--- src/rtl/mem_arbiter_if.sv ---
// Request/response bundle between the fetch/LSU requesters, the arbiter and the byte-lane `mem`.
// The arbiter takes the slave view; requesters and the memory model take the master view.
interface mem_arbiter_if #(
    parameter int unsigned ADDR_WIDTH = 12
);
    logic                  i_valid;
    logic                  i_ready;
    logic [ADDR_WIDTH-1:0] i_addr;
    logic                  i_rsp_valid;
    logic [31:0]           i_rdata;

    logic                  d_valid;
    logic                  d_ready;
    logic                  d_we;
    logic [1:0]            d_size;
    logic                  d_unsigned;
    logic [ADDR_WIDTH-1:0] d_addr;
    logic [31:0]           d_wdata;
    logic                  d_rsp_valid;
    logic [31:0]           d_rdata;
    logic                  d_err;

    logic [ADDR_WIDTH-1:0] mem_addr;
    logic [3:0]            mem_wenableL;
    logic [3:0][7:0]       mem_data_w;
    logic [3:0][7:0]       mem_data_r;

    modport slave (
        input  i_valid, i_addr, d_valid, d_we, d_size, d_unsigned, d_addr, d_wdata, mem_data_r,
        output i_ready, i_rsp_valid, i_rdata, d_ready, d_rsp_valid, d_rdata, d_err,
        output mem_addr, mem_wenableL, mem_data_w
    );

    modport master (
        output i_valid, i_addr, d_valid, d_we, d_size, d_unsigned, d_addr, d_wdata, mem_data_r,
        input  i_ready, i_rsp_valid, i_rdata, d_ready, d_rsp_valid, d_rdata, d_err,
        input  mem_addr, mem_wenableL, mem_data_w
    );
endinterface

--- src/rtl/mem_arbiter.sv ---
// Round-robin arbiter/sequencer sharing one single-port byte-lane memory between a fetch port
// and a load/store port, with lane steering, byte enables, load extension and misalign errors.
module mem_arbiter #(
    parameter int unsigned ADDR_WIDTH       = 12,
    parameter int unsigned DATA_WIDTH_BYTES = 4
) (
    input logic          clk,
    input logic          rstL,
    mem_arbiter_if.slave bus
);

    typedef enum logic [1:0] {StIdle, StAccess, StCapture, StError} state_e;

    state_e                      r_state;
    logic                        r_last_d;
    logic                        r_is_d;
    logic                        r_we;
    logic                        r_uns;
    logic [1:0]                  r_size;
    logic [1:0]                  r_off;
    logic [ADDR_WIDTH-1:0]       r_mem_addr;
    logic [DATA_WIDTH_BYTES-1:0] r_mem_wen;
    logic [31:0]                 r_mem_data_w;
    logic                        r_i_rsp_valid;
    logic [31:0]                 r_i_rdata;
    logic                        r_d_rsp_valid;
    logic [31:0]                 r_d_rdata;
    logic                        r_d_err;

    logic                        w_idle;
    logic                        w_grant_d;
    logic                        w_grant_i;
    logic                        w_accept_d;
    logic                        w_accept_i;
    logic [ADDR_WIDTH-1:0]       w_req_addr;
    logic                        w_misaligned;
    logic [DATA_WIDTH_BYTES-1:0] w_be;
    logic [31:0]                 w_wdata_sh;
    logic [31:0]                 w_rd_word;
    logic [31:0]                 w_lane;
    logic [31:0]                 w_load_ext;

    // Tie goes to whichever port was not served last.
    assign w_idle     = (r_state == StIdle);
    assign w_grant_d  = bus.d_valid && (!bus.i_valid || !r_last_d);
    assign w_grant_i  = bus.i_valid && !w_grant_d;
    assign w_accept_d = w_idle && w_grant_d;
    assign w_accept_i = w_idle && w_grant_i;
    assign w_req_addr = w_grant_d ? bus.d_addr : bus.i_addr;

    assign bus.d_ready = w_accept_d;
    assign bus.i_ready = w_accept_i;

    always_comb begin
        w_misaligned = 1'b0;
        w_be         = 4'b1111;
        case (bus.d_size)
            2'b00: w_be = 4'b0001 << bus.d_addr[1:0];
            2'b01: begin
                w_be         = 4'b0011 << {bus.d_addr[1], 1'b0};
                w_misaligned = bus.d_addr[0];
            end
            2'b10: w_misaligned = (bus.d_addr[1:0] != 2'b00);
            default: w_misaligned = 1'b1;
        endcase
    end

    assign w_wdata_sh = bus.d_wdata << {bus.d_addr[1:0], 3'b000};
    assign w_rd_word  = bus.mem_data_r;
    assign w_lane     = w_rd_word >> {r_off, 3'b000};

    always_comb begin
        case (r_size)
            2'b00:   w_load_ext = {{24{!r_uns && w_lane[7]}}, w_lane[7:0]};
            2'b01:   w_load_ext = {{16{!r_uns && w_lane[15]}}, w_lane[15:0]};
            default: w_load_ext = w_lane;
        endcase
    end

    always_ff @(posedge clk or negedge rstL) begin
        if (!rstL) begin
            r_state       <= StIdle;
            r_last_d      <= 1'b0;
            r_is_d        <= 1'b0;
            r_we          <= 1'b0;
            r_uns         <= 1'b0;
            r_size        <= 2'b00;
            r_off         <= 2'b00;
            r_mem_addr    <= '0;
            r_mem_wen     <= '1;
            r_mem_data_w  <= '0;
            r_i_rsp_valid <= 1'b0;
            r_i_rdata     <= '0;
            r_d_rsp_valid <= 1'b0;
            r_d_rdata     <= '0;
            r_d_err       <= 1'b0;
        end else begin
            r_i_rsp_valid <= 1'b0;
            r_d_rsp_valid <= 1'b0;
            r_d_err       <= 1'b0;
            case (r_state)
                StIdle: begin
                    if (w_accept_d || w_accept_i) begin
                        r_last_d <= w_accept_d;
                        r_is_d   <= w_accept_d;
                        r_we     <= w_accept_d && bus.d_we;
                        r_size   <= bus.d_size;
                        r_uns    <= bus.d_unsigned;
                        r_off    <= w_req_addr[1:0];
                        if (w_accept_d && w_misaligned) begin
                            // Error pulse is raised on entry so it lands one cycle after accept.
                            r_state       <= StError;
                            r_d_rsp_valid <= 1'b1;
                            r_d_err       <= 1'b1;
                            r_d_rdata     <= '0;
                        end else begin
                            r_state    <= StAccess;
                            r_mem_addr <= {w_req_addr[ADDR_WIDTH-1:2], 2'b00};
                            if (w_accept_d && bus.d_we) begin
                                r_mem_wen    <= ~w_be;
                                r_mem_data_w <= w_wdata_sh;
                            end
                        end
                    end
                end
                StAccess: begin
                    r_mem_wen <= '1;
                    if (r_we) begin
                        r_state       <= StIdle;
                        r_d_rsp_valid <= 1'b1;
                        r_d_rdata     <= '0;
                    end else begin
                        r_state <= StCapture;
                    end
                end
                StCapture: begin
                    r_state <= StIdle;
                    if (r_is_d) begin
                        r_d_rsp_valid <= 1'b1;
                        r_d_rdata     <= w_load_ext;
                    end else begin
                        r_i_rsp_valid <= 1'b1;
                        r_i_rdata     <= w_rd_word;
                    end
                end
                default: r_state <= StIdle;
            endcase
        end
    end

    assign bus.mem_addr     = r_mem_addr;
    assign bus.mem_wenableL = r_mem_wen;
    assign bus.mem_data_w   = r_mem_data_w;
    assign bus.i_rsp_valid  = r_i_rsp_valid;
    assign bus.i_rdata      = r_i_rdata;
    assign bus.d_rsp_valid  = r_d_rsp_valid;
    assign bus.d_rdata      = r_d_rdata;
    assign bus.d_err        = r_d_err;

endmodule

--- src/flat_wrapper.sv ---
// flat-port wrapper written by rule: the top's interface ports become plain ports
module mem_arbiter_flat 
#(
    parameter int unsigned ADDR_WIDTH       = 12,
    parameter int unsigned DATA_WIDTH_BYTES = 4
)
  (clk, rstL, bus_i_valid, bus_i_addr, bus_d_valid, bus_d_we, bus_d_size, bus_d_unsigned, bus_d_addr, bus_d_wdata, bus_mem_data_r, bus_i_ready, bus_i_rsp_valid, bus_i_rdata, bus_d_ready, bus_d_rsp_valid, bus_d_rdata, bus_d_err, bus_mem_addr, bus_mem_wenableL, bus_mem_data_w);
  mem_arbiter_if #(.ADDR_WIDTH(ADDR_WIDTH)) bus_i ();
  input logic clk;
  input logic rstL;
  input wire logic [$bits(bus_i.i_valid)-1:0] bus_i_valid;
  input wire logic [$bits(bus_i.i_addr)-1:0] bus_i_addr;
  input wire logic [$bits(bus_i.d_valid)-1:0] bus_d_valid;
  input wire logic [$bits(bus_i.d_we)-1:0] bus_d_we;
  input wire logic [$bits(bus_i.d_size)-1:0] bus_d_size;
  input wire logic [$bits(bus_i.d_unsigned)-1:0] bus_d_unsigned;
  input wire logic [$bits(bus_i.d_addr)-1:0] bus_d_addr;
  input wire logic [$bits(bus_i.d_wdata)-1:0] bus_d_wdata;
  input wire logic [$bits(bus_i.mem_data_r)-1:0] bus_mem_data_r;
  output wire logic [$bits(bus_i.i_ready)-1:0] bus_i_ready;
  output wire logic [$bits(bus_i.i_rsp_valid)-1:0] bus_i_rsp_valid;
  output wire logic [$bits(bus_i.i_rdata)-1:0] bus_i_rdata;
  output wire logic [$bits(bus_i.d_ready)-1:0] bus_d_ready;
  output wire logic [$bits(bus_i.d_rsp_valid)-1:0] bus_d_rsp_valid;
  output wire logic [$bits(bus_i.d_rdata)-1:0] bus_d_rdata;
  output wire logic [$bits(bus_i.d_err)-1:0] bus_d_err;
  output wire logic [$bits(bus_i.mem_addr)-1:0] bus_mem_addr;
  output wire logic [$bits(bus_i.mem_wenableL)-1:0] bus_mem_wenableL;
  output wire logic [$bits(bus_i.mem_data_w)-1:0] bus_mem_data_w;
  assign bus_i.i_valid = bus_i_valid;
  assign bus_i.i_addr = bus_i_addr;
  assign bus_i.d_valid = bus_d_valid;
  assign bus_i.d_we = bus_d_we;
  assign bus_i.d_size = bus_d_size;
  assign bus_i.d_unsigned = bus_d_unsigned;
  assign bus_i.d_addr = bus_d_addr;
  assign bus_i.d_wdata = bus_d_wdata;
  assign bus_i.mem_data_r = bus_mem_data_r;
  assign bus_i_ready = bus_i.i_ready;
  assign bus_i_rsp_valid = bus_i.i_rsp_valid;
  assign bus_i_rdata = bus_i.i_rdata;
  assign bus_d_ready = bus_i.d_ready;
  assign bus_d_rsp_valid = bus_i.d_rsp_valid;
  assign bus_d_rdata = bus_i.d_rdata;
  assign bus_d_err = bus_i.d_err;
  assign bus_mem_addr = bus_i.mem_addr;
  assign bus_mem_wenableL = bus_i.mem_wenableL;
  assign bus_mem_data_w = bus_i.mem_data_w;
  mem_arbiter #(.ADDR_WIDTH(ADDR_WIDTH), .DATA_WIDTH_BYTES(DATA_WIDTH_BYTES)) u_core (.clk(clk), .rstL(rstL), .bus(bus_i));
endmodule
--- config.mk ---
export PLATFORM = sky130hd
export DESIGN_NAME = mem_arbiter_flat
export DESIGN_NICKNAME = d
export VERILOG_FILES = /design/src/rtl/mem_arbiter_if.sv /design/src/rtl/mem_arbiter.sv /design/src/flat_wrapper.sv
export SDC_FILE = /design/constraint.sdc
export NUM_CORES = 1
export LEC_CHECK = 0
export ABC_AREA = 1
export CAP_MARGIN = 0
export CORE_MARGIN = 2
export CORE_UTILIZATION = 43
export DETAILED_ROUTE_END_ITERATION = 16
export PLACE_DENSITY = 0.81
export SYNTH_ARGS = -nofsm -noshare
export SYNTH_HDL_FRONTEND = slang
export SYNTH_SLANG_ARGS = --single-unit
--- constraint.sdc ---
create_clock -name clk -period 4.3 [get_ports clk]
set_clock_uncertainty 0.15 [all_clocks]
set_input_delay 0.43 -clock clk [delete_from_list [all_inputs] [get_ports clk]]
set_output_delay 0.43 -clock clk [all_outputs]
set_load 0.01 [all_outputs]
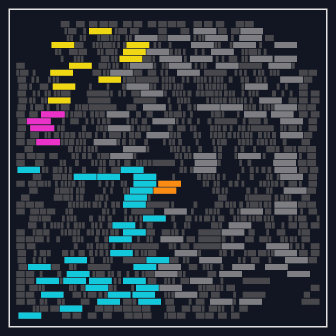
*Sequential cells coloured by netlist name, run 1*
Other sequential cells in the stronger grey, the rest of the logic in the fainter grey.
[yellow] `u_core.bus.mem_addr` | flops: 10 | where: top left
[orange] `u_core.r_off` | flops: 2
[cyan] `u_core.bus.mem_data_w` | flops: 32
[magenta] `u_core.bus.mem_wenableL` | flops: 4
sequential cell area share: 0.341
final core occ: 0.643
register area: 0.00306 mm²

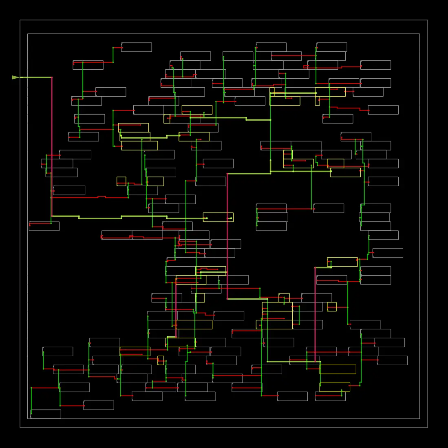
*Clock routing, run 1*
clock network power: 1520 µW
clock net sink count: 122
CTS Buf Count: 17

==> flow_metrics.env, run 1 <==
# yosys + openroad results
export IMPL_wl_met2_um=9020
export IMPL_cp_data_arrival_time_ns=3.07
export IMPL_place_ws_ns=0.949
export IMPL_hold_class="reg2reg"
export IMPL_cp_common_cell="nand2_1"
export IMPL_nets=1138
export IMPL_setup_tns_ns=0
export IMPL_drive_gt1_frac=0.0597
export IMPL_avgSynthCellArea_um2=7.25
export IMPL_post_cts_buffers=0
export IMPL_hold_viol=0
export IMPL_diodes=0
export IMPL_setup_viol=0
export IMPL_seqPwrFrac=0.318
export IMPL_dpl_hpwl_um=13800
export IMPL_routed_via_density=5.12
export IMPL_setup_ws_ns=1.34
export IMPL_cap_violations=0
export IMPL_ys_area_mm2=0.00618
export IMPL_endpoint_kind="register"
export IMPL_grt_util_met3=0.0595
export IMPL_ys_flop_type="dfrtp_1"
export IMPL_die_area_mm2=0.0153
export IMPL_clk_latency_ns=0.41
export IMPL_grt_max_degree=123
export IMPL_fin_crit_ns=2.96
export IMPL_synth_flops=122
export IMPL_drc_errors=0
export IMPL_p_per_area_mw_per_mm2=691
export IMPL_antenna_left=0
export IMPL_relSlewSlack=0.432
export IMPL_ctsLongestPathBuffers=2
export IMPL_overflow=0
export IMPL_slew_viol_final=0
export IMPL_grt_setup_unrepaired="false"
export IMPL_std_cell_rows=43
export IMPL_antenna_found_initial=0
export IMPL_warning_count=28
export IMPL_final_area_mm2=0.00896
export IMPL_cts_resized=0
export IMPL_finalPower_uw=6190
export IMPL_initial_core_util=0.443
export IMPL_busiest_layer="met2"
export IMPL_placed_cell_area_mm2=0.00832
export IMPL_wl_met1_um=8200
export IMPL_ctsRootBufferMaster="clkbuf_16"
export IMPL_outcome="completed"
export IMPL_crit_slowest_cell="clkdlybuf4s50_1"
export IMPL_routed_wl_met3_um=1570
export IMPL_finalCritPeriodShare=0.688
export IMPL_dp_cells=1202
export IMPL_yosys_warnings=0
export IMPL_synth_top_cell_by_area="dfrtp_1"
export IMPL_p_int_uw=3840
export IMPL_grt_pass1_wl_um=30300
export IMPL_worst_slew_pin_slew_ns=0.846
export IMPL_drt_first_pass_iters=9
export IMPL_clk_pin_slew_ns=0.06
export IMPL_pwr_share_comb=0.436
export IMPL_crit_chain="clkdlybuf4s50_1 > inv_2 > nand2_2 > nand2_1 > nand2_1 > nor2_4 > inv_2 > nand2_1 > o21ai_1"
export IMPL_core_area_mm2=0.0139
export IMPL_edf_count=0
export IMPL_synth_cell_types=25
export IMPL_routed_wl_um=19100
export IMPL_worst_setup_path_type="in2reg"
export IMPL_met1_usage=0.345
export IMPL_hold_buffers=1
export IMPL_grtUsageMet2=0.427
export IMPL_finalHoldWorstSlack_ns=0.314
export IMPL_start_kind="input pin"
export IMPL_switchingPower_uw=2350
export IMPL_grt_pass1_vias=5987
export IMPL_routed_top_layer="met4"
export IMPL_synth_seq_share=0.495
export IMPL_pwr_share_clk=0.245
export IMPL_ios=213
export IMPL_netlist_instances=852
export IMPL_top_area_frac=0.478
export IMPL_max_freq_mhz=338
export IMPL_path_delay_family="buffers and inverters"
export IMPL_area_leaders="dfrtp_1, nand2_1, nand3_1"
export IMPL_crit_fanout=48
export IMPL_vias=6322
export IMPL_max_stage_delay_ns=0.66
export IMPL_port_buffer_count=210
export IMPL_drt_iter0_markers=557
export IMPL_swShare=0.380
export IMPL_cellLeakagePower_uw=0.00444
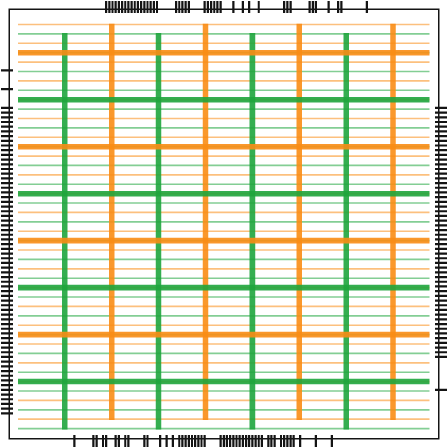
*PDN straps and rails, run 1*
Pins as bars on the die edge.
[green] VSS
[orange] VDD
met1 rails: 44
signal pins: 213
die height: 124 µm
die width: 124 µm
Worst IR Drop VDD: 0.308 mV

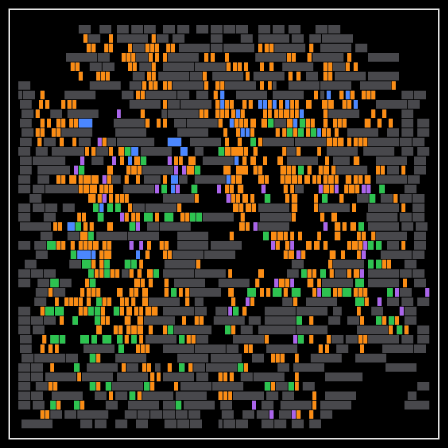
*Gate families picked out, run 1*
[purple] inverters | cells: 44 | most used: inv_1
[blue] NOR gates | cells: 30 | most used: nor2_1
[green] inverting AOI/OAI gates | cells: 95 | most used: o21ai_0
[orange] NAND gates | cells: 513 | most used: nand2_1 | where: all over the die
final instance count without filler cells: 1235
Comb area share: 0.304
most frequent logic cell in the layout: nand2_1

[run 1: placed cells by master, fill, tap and decap left out, types with 4 or more instances in the layout]
cell and instances:
a22oi_1 8, buf_4 5, bufinv_16 4, clkbuf_16 17
clkdlybuf4s50_1 209, clkinvlp_4 4, dfrtp_1 118, dfstp_2 4
inv_1 36, inv_2 7, nand2_1 432, nand2_2 6
nand3_1 69, nand4_1 4, nor2_1 23, nor2_2 4
o211ai_1 9, o21ai_0 48, o21ai_1 29
[run 1: power by group through the flow]
stage	Sequential [µW]	Combinational (µW)	Clock, µW
floorplan	2060	1330	0
global placement	1980	2650	0
detailed placement	1970	2700	0
CTS	1970	2720	1540
global route	2030	3010	1580
finish	1970	2700	1520
[run 1: cell type report]
cell class | instances | area [µm²]
well taps | 180 | 225
repair buffers | 216 | 2160
flip-flops and latches | 122 | 3060
multi-input cells | 641 | 2730
fillers | 1233 | 4970
inverters | 44 | 165
clock inverters | 11 | 169
clock buffers | 21 | 460
[run 1: cells by family (layout without fill, tap and decap cells)]
kind of cell | Yosys count | count (layout) | synth area share
flops | 122 | 122 | 0.495
simple gates | 544 | 544 | 0.356
compound gates | 95 | 95 | 0.0838
other cells | 1 | 2 | 0.000607
buf+inv | 90 | 292 | 0.0648
[run 1: path summary, 6_finish.rpt]
path                                            start                          to  slack, ns  cells past startpoint
max                                     bus_d_addr[0]    u_core.bus.mem_data_w[0]       1.34                      9
min                        u_core.bus.mem_wenableL[3]  u_core.bus.mem_wenableL[3]       0.31                      2
max reg2reg                           u_core.r_off[0]      u_core.bus.d_rdata[30]       1.79                      7
min reg2reg                u_core.bus.mem_wenableL[3]  u_core.bus.mem_wenableL[3]       0.31                      2
max in group asynchronous                        rstL   u_core.bus.mem_data_w[10]       2.99                      3
min in group asynchronous                        rstL       u_core.bus.i_rdata[1]       0.50                      3
==> run 2, diff against run 1 <==
- CORE_UTILIZATION: 43 -> 41
- PLACE_DENSITY: 0.81 -> 0.8
- clock period: 4.3 -> 2.4 ns (I/O delays scaled with it)
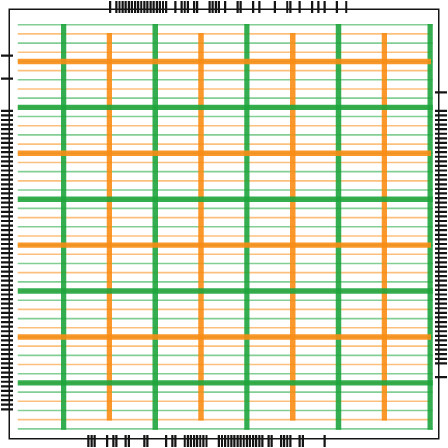
*PDN straps and rails, run 2*
Pins as bars on the die edge.
[orange] VDD
[green] VSS
met5 straps: 8
signal pins: 213
met1 rails: 45
met4 straps: 9
Core Area: 0.0146 mm²
Worst IR Drop VDD: 0.617 mV
die height: 127 µm
die width: 127 µm

==> run 2 against run 1 <==
Non-clock buffer count rose by 16. Combinational power rose by 89%. Via count fell by 0.22%. Sequential power rose by 73%. Synthesized cell count did not move. Die area rose by 4.7%. Clock power rose by 91%. Area after synthesis did not move. Critical path type is now reg2out. Highest routed layer unchanged.
==> flow_metrics.env, run 2 <==
# yosys + openroad results
export IMPL_outcome="completed"
export IMPL_worst_slew_pin_slew_ns=0.719
export IMPL_wl_met2_um=8880
export IMPL_grtUsageMet2=0.402
export IMPL_setup_tns_ns=0
export IMPL_cp_data_arrival_time_ns=1.93
export IMPL_setup_viol=0
export IMPL_cellLeakagePower_uw=0.00455
export IMPL_ctsLongestPathBuffers=2
export IMPL_antenna_left=0
export IMPL_rr_startpoint="u_core.r_last_d"
export IMPL_synth_top_cell_by_area="dfrtp_1"
export IMPL_start_kind="register"
export IMPL_edf_count=0
export IMPL_worst_setup_path_type="reg2out"
export IMPL_initial_core_util=0.422
export IMPL_max_freq_mhz=431
export IMPL_routed_wl_um=18800
export IMPL_routed_via_density=5.03
export IMPL_antenna_found_initial=0
export IMPL_top_area_frac=0.478
export IMPL_fillers=1289
export IMPL_post_cts_buffers=0
export IMPL_wl_met1_um=7880
export IMPL_drt_first_pass_iters=6
export IMPL_netlist_instances=852
export IMPL_die_area_mm2=0.0161
export IMPL_grt_pass1_vias=6102
export IMPL_yosys_warnings=0
export IMPL_crit_fanout=5
export IMPL_worstSetupStartpoint="u_core.r_state[1]"
export IMPL_routed_wl_met3_um=1600
export IMPL_mux_share=0
export IMPL_synth_cell_types=25
export IMPL_xor_area_frac=0
export IMPL_warning_count=26
export IMPL_nets=1154
export IMPL_diodes=0
export IMPL_vias=6308
export IMPL_p_per_area_mw_per_mm2=1240
export IMPL_hold_class="in2async"
export IMPL_busiest_layer="met2"
export IMPL_final_core_util=0.626
export IMPL_std_cell_rows=44
export IMPL_placed_cell_area_mm2=0.00849
export IMPL_area_leaders="dfrtp_1, nand2_1, nand3_1"
export IMPL_ios=213
export IMPL_hold_viol=0
export IMPL_drive_gt1_frac=0.0756
export IMPL_synth_seq_share=0.495
export IMPL_drc_errors=0
export IMPL_clk_pin_slew_ns=0.05
export IMPL_endpoint_kind="output pin"
export IMPL_grt_setup_unrepaired="false"
export IMPL_drt_iter0_markers=452
[run 2: kinds of logic after synthesis]
family                 Yosys count
AND-OR/OR-AND                   95
buffers and inverters           90
flip-flops                     122
other                            1
AND/OR/NAND/NOR                544
[run 2: area by class of cell]
class / instances / area (µm²) / area share
flip-flops and latches: 122 / 3060 / 0.334
multi-input cells: 641 / 2730 / 0.297
repair buffers: 232 / 2320 / 0.253
clock buffers: 21 / 480 / 0.0524
well taps: 184 / 230 / 0.0251
clock inverters: 11 / 190 / 0.0207
inverters: 44 / 165 / 0.0180
[run 2: through the flow]
stage                     hold slack, ns  setup WS, ns  power [µW]  std cells
after CTS                         0.0116        0.0662       11500       1255
final                             0.0273        0.0797       11400       1255
after global placement           -0.0943         0.214        8400       1222
after detailed placement         -0.0977         0.147        8510       1222
after floorplan                   -0.206         0.718        6070        853
after global routing              0.0208        0.0158       12100       1255
[run 2: path summary, 6_finish.rpt]
kind | endpoint | slack, ns | cells past startpoint
max | bus_i_ready | 0.08 | 4
min reg2reg | u_core.bus.mem_wenableL[3] | 0.32 | 2
min in group clk | u_core.r_uns | 0.21 | 3
max in group asynchronous | u_core.bus.mem_wenableL[0] | 1.46 | 3
min | u_core.bus.i_rdata[0] | 0.03 | 2
max reg2reg | u_core.bus.mem_wenableL[1] | 0.52 | 7
[run 2: where the power goes]
part           switching, µW  total (µW)  leakage (µW)  internal [µW]
clock network            953        2900      0.000317           1950
registers                509        3410       0.00157           2900
logic                   2770        5100       0.00267           2330
[run 2: worst max-delay path: stages, from the launching register on]
cell,delay [ns]
dfrtp_1,0.43
nor2_4,0.19
nand2_1,0.13
nor2_1,0.18
clkdlybuf4s50_1,0.58
[run 2: repair_timing]
item | CTS | global route
resized | 0 | 0
hold buffers | 1 | 0
hold endpoints to repair | 118 | 0
==> run 3, diff against run 2 <==
- REMOVE_ABC_BUFFERS: default -> 1
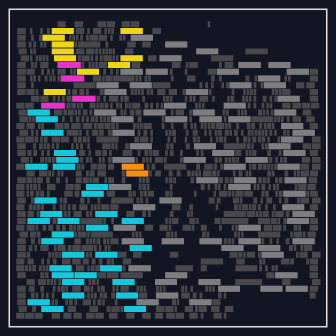
*Sequential cells coloured by netlist name, run 3*
Other sequential cells in the stronger grey, the rest of the logic in the fainter grey.
[cyan] `u_core.bus.mem_data_w` | flops: 32
[orange] `u_core.r_off` | flops: 2
[magenta] `u_core.bus.mem_wenableL` | flops: 4 | where: top left
[yellow] `u_core.bus.mem_addr` | flops: 10 | where: top left
not coloured: 74
Seq. pwr: 3430 µW
final core occ: 0.621

==> run 3 against run 2 <==
Core utilization down 0.50 points. Setup slack improved by 0.047 ns. Non-clock buffer count grew 4. Sequential share of layout area rose by 0.27 points. Clock-buffer cell count increased by 3. Global-route usage increased by 0.67 points. Via count hardly changed. Hold slack gained 0.19 ns. Total power is 3.3% lower. Routed wire length increased by 2.2%. Critical path type unchanged. Final area decreased by 0.81%.
==> flow_metrics.env, run 3 <==
# yosys + openroad results
export IMPL_edf_count=0
export IMPL_area_leaders="dfrtp_1, nand2_1, nand3_1"
export IMPL_max_stage_delay_ns=0.56
export IMPL_synth_seq_share=0.495
export IMPL_die_w_um=127
export IMPL_hold_class="in2reg"
export IMPL_finalPower_uw=11000
export IMPL_synth_cell_types=25
export IMPL_grt_pass1_vias=6007
export IMPL_cp_data_arrival_time_ns=1.88
export IMPL_fillers=1301
export IMPL_path_delay_family="buffers and inverters"
export IMPL_routed_wl_um=19300
export IMPL_antenna_found_initial=2
export IMPL_drt_iter0_markers=482
export IMPL_p_int_uw=6820
export IMPL_setup_tns_ns=0
export IMPL_worst_setup_path_type="reg2out"
export IMPL_drive_gt1_frac=0.0772
export IMPL_regToRegEndpoint="u_core.bus.d_rdata[20]"
export IMPL_max_freq_mhz=440
export IMPL_yosys_warnings=0
export IMPL_drc_errors=0
export IMPL_comb_area_mm2=0.00273
export IMPL_antenna_left=0
export IMPL_netlist_instances=852
export IMPL_crit_end="bus_i_ready"
export IMPL_crit_slowest_cell="clkdlybuf4s50_1"
export IMPL_outcome="completed"
export IMPL_die_h_um=127
export IMPL_rr_startpoint="u_core.r_state[1]"
export IMPL_ctsLongestPathBuffers=2
export IMPL_worst_r2r_setup_slack_ns=0.36
export IMPL_endpoint_kind="output pin"
export IMPL_grtUsageMet2=0.413
export IMPL_warning_count=25
export IMPL_std_cell_rows=44
export IMPL_die_area_mm2=0.0161
export IMPL_crit_chain="nor2_4 > nand2_1 > nor2_2 > clkdlybuf4s50_1"
export IMPL_finalHoldWorstSlack_ns=0.220
export IMPL_vias=6307
export IMPL_core_area_mm2=0.0146
export IMPL_cts_resized=0
export IMPL_swShare=0.381
export IMPL_vdd_drop_max_mv=0.630
export IMPL_diodes=0
export IMPL_placed_cell_area_mm2=0.00850
export IMPL_ios=213
export IMPL_hold_viol=0
export IMPL_hold_buffers=1
export IMPL_path_depth=4
[run 3: cell counts after synthesis]
No cell type changed its count.
[run 3: area by class of cell]
| cell class | count | area share |
|---|---|---|
| clock inverters | 8 | 0.0102 |
| multi-input cells | 641 | 0.301 |
| clock buffers | 24 | 0.0541 |
| repair buffers | 236 | 0.255 |
| inverters | 44 | 0.0182 |
| well taps | 184 | 0.0253 |
| flip-flops and latches | 122 | 0.336 |
[run 3: logic make-up (layout without fill, tap and decap cells)]
| logic type | Yosys count | count (layout) | share of synthesized area |
|---|---|---|---|
| other | 1 | 2 | 0.000607 |
| and+or+nand+nor | 544 | 544 | 0.356 |
| AOI/OAI and AO/OA | 95 | 95 | 0.0838 |
| buffers and inverters | 90 | 312 | 0.0648 |
| DFF | 122 | 122 | 0.495 |
[run 3: worst min path at each step]
stage | startpoint | endpoint | slack (ns) | cells after the start
2_1_floorplan | rstL | u_core.bus.d_err | -0.21 | 0
3_5_place_dp | rstL | u_core.bus.i_rdata[4] | 0.16 | 1
3_3_place_gp | rstL | u_core.bus.i_rdata[4] | 0.14 | 1
6_report | bus_d_unsigned | u_core.r_uns | 0.22 | 3
4_1_cts | bus_d_unsigned | u_core.r_uns | 0.21 | 3
5_1_grt | bus_d_unsigned | u_core.r_uns | 0.25 | 3
[run 3: metal layers]
metal  vias to the layer above  share of wire
met3                        30           0.10
li1                       3102              -
met1                      2907           0.40
met4                         4          0.014
met5                         -         0.0013
met2                       264           0.48
[run 3: power by group through the flow]
| stage | Clock [µW] | Combinational [µW] | Sequential [µW] |
|---|---|---|---|
| after floorplan | 0 | 2090 | 3760 |
| after global placement | 0 | 4960 | 3420 |
| after detailed placement | 0 | 5070 | 3430 |
| after CTS | 2570 | 5100 | 3420 |
| after global routing | 2680 | 5600 | 3520 |
| final | 2540 | 5060 | 3430 |

==> notes/layouts.md <==
Pictures saved along the way, in no particular order.

Layout detail.
(a)
Window x 7 to 57, y 70 to 120 µm. Cells in grey, sequential cells in the stronger grey; small squares are vias.
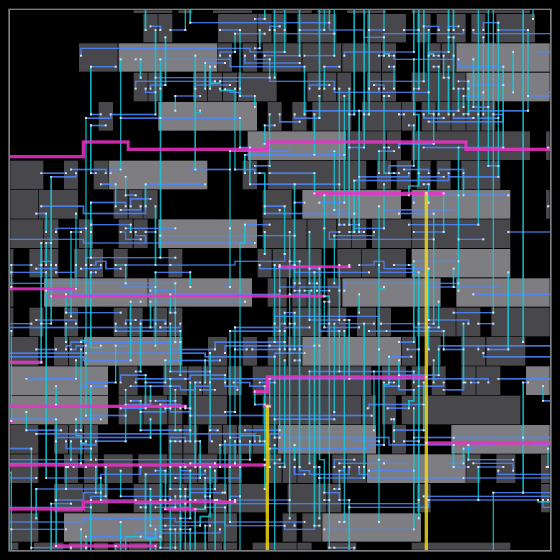
(b)
Window x 6 to 56, y 68 to 118 µm. Cells in grey, sequential cells in the stronger grey; small squares are vias.
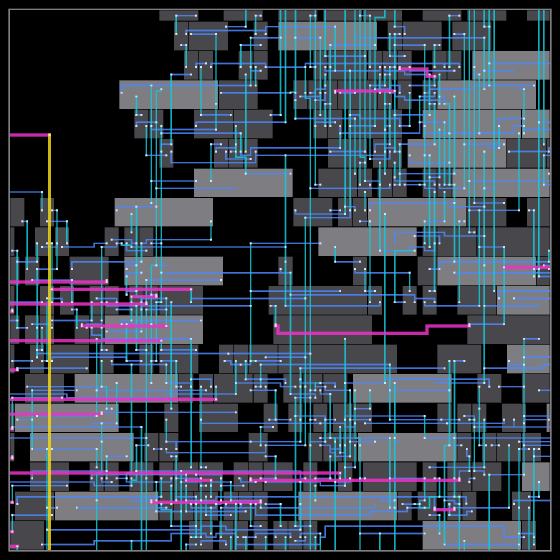
(c)
Window x 7 to 57, y 70 to 120 µm. Cells in grey, sequential cells in the stronger grey; small squares are vias.
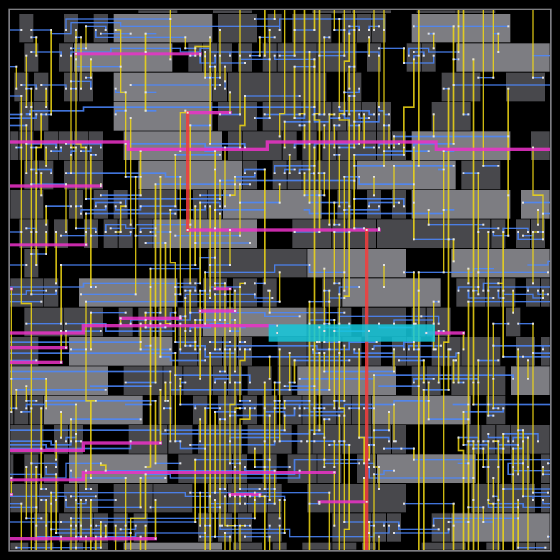
- (b) = run 1
- (c) = run 3
- (a) = run 2

Key to (c):
[cyan] met5
[magenta] met3
[blue] met1
[red] met4
[yellow] met2
most frequent: nand2_1 (115), clkdlybuf4s50_1 (29), dfrtp_1 (22)
sequential cells in the window: 26
netlist names of flops here include: `u_core.bus.mem_addr` (10), `u_core.bus.mem_wenableL` (4), `u_core.bus.mem_data_w` (3)
cells with their middle in the window: 237

No activity file was given, so power comes from the tool's default toggle rates.
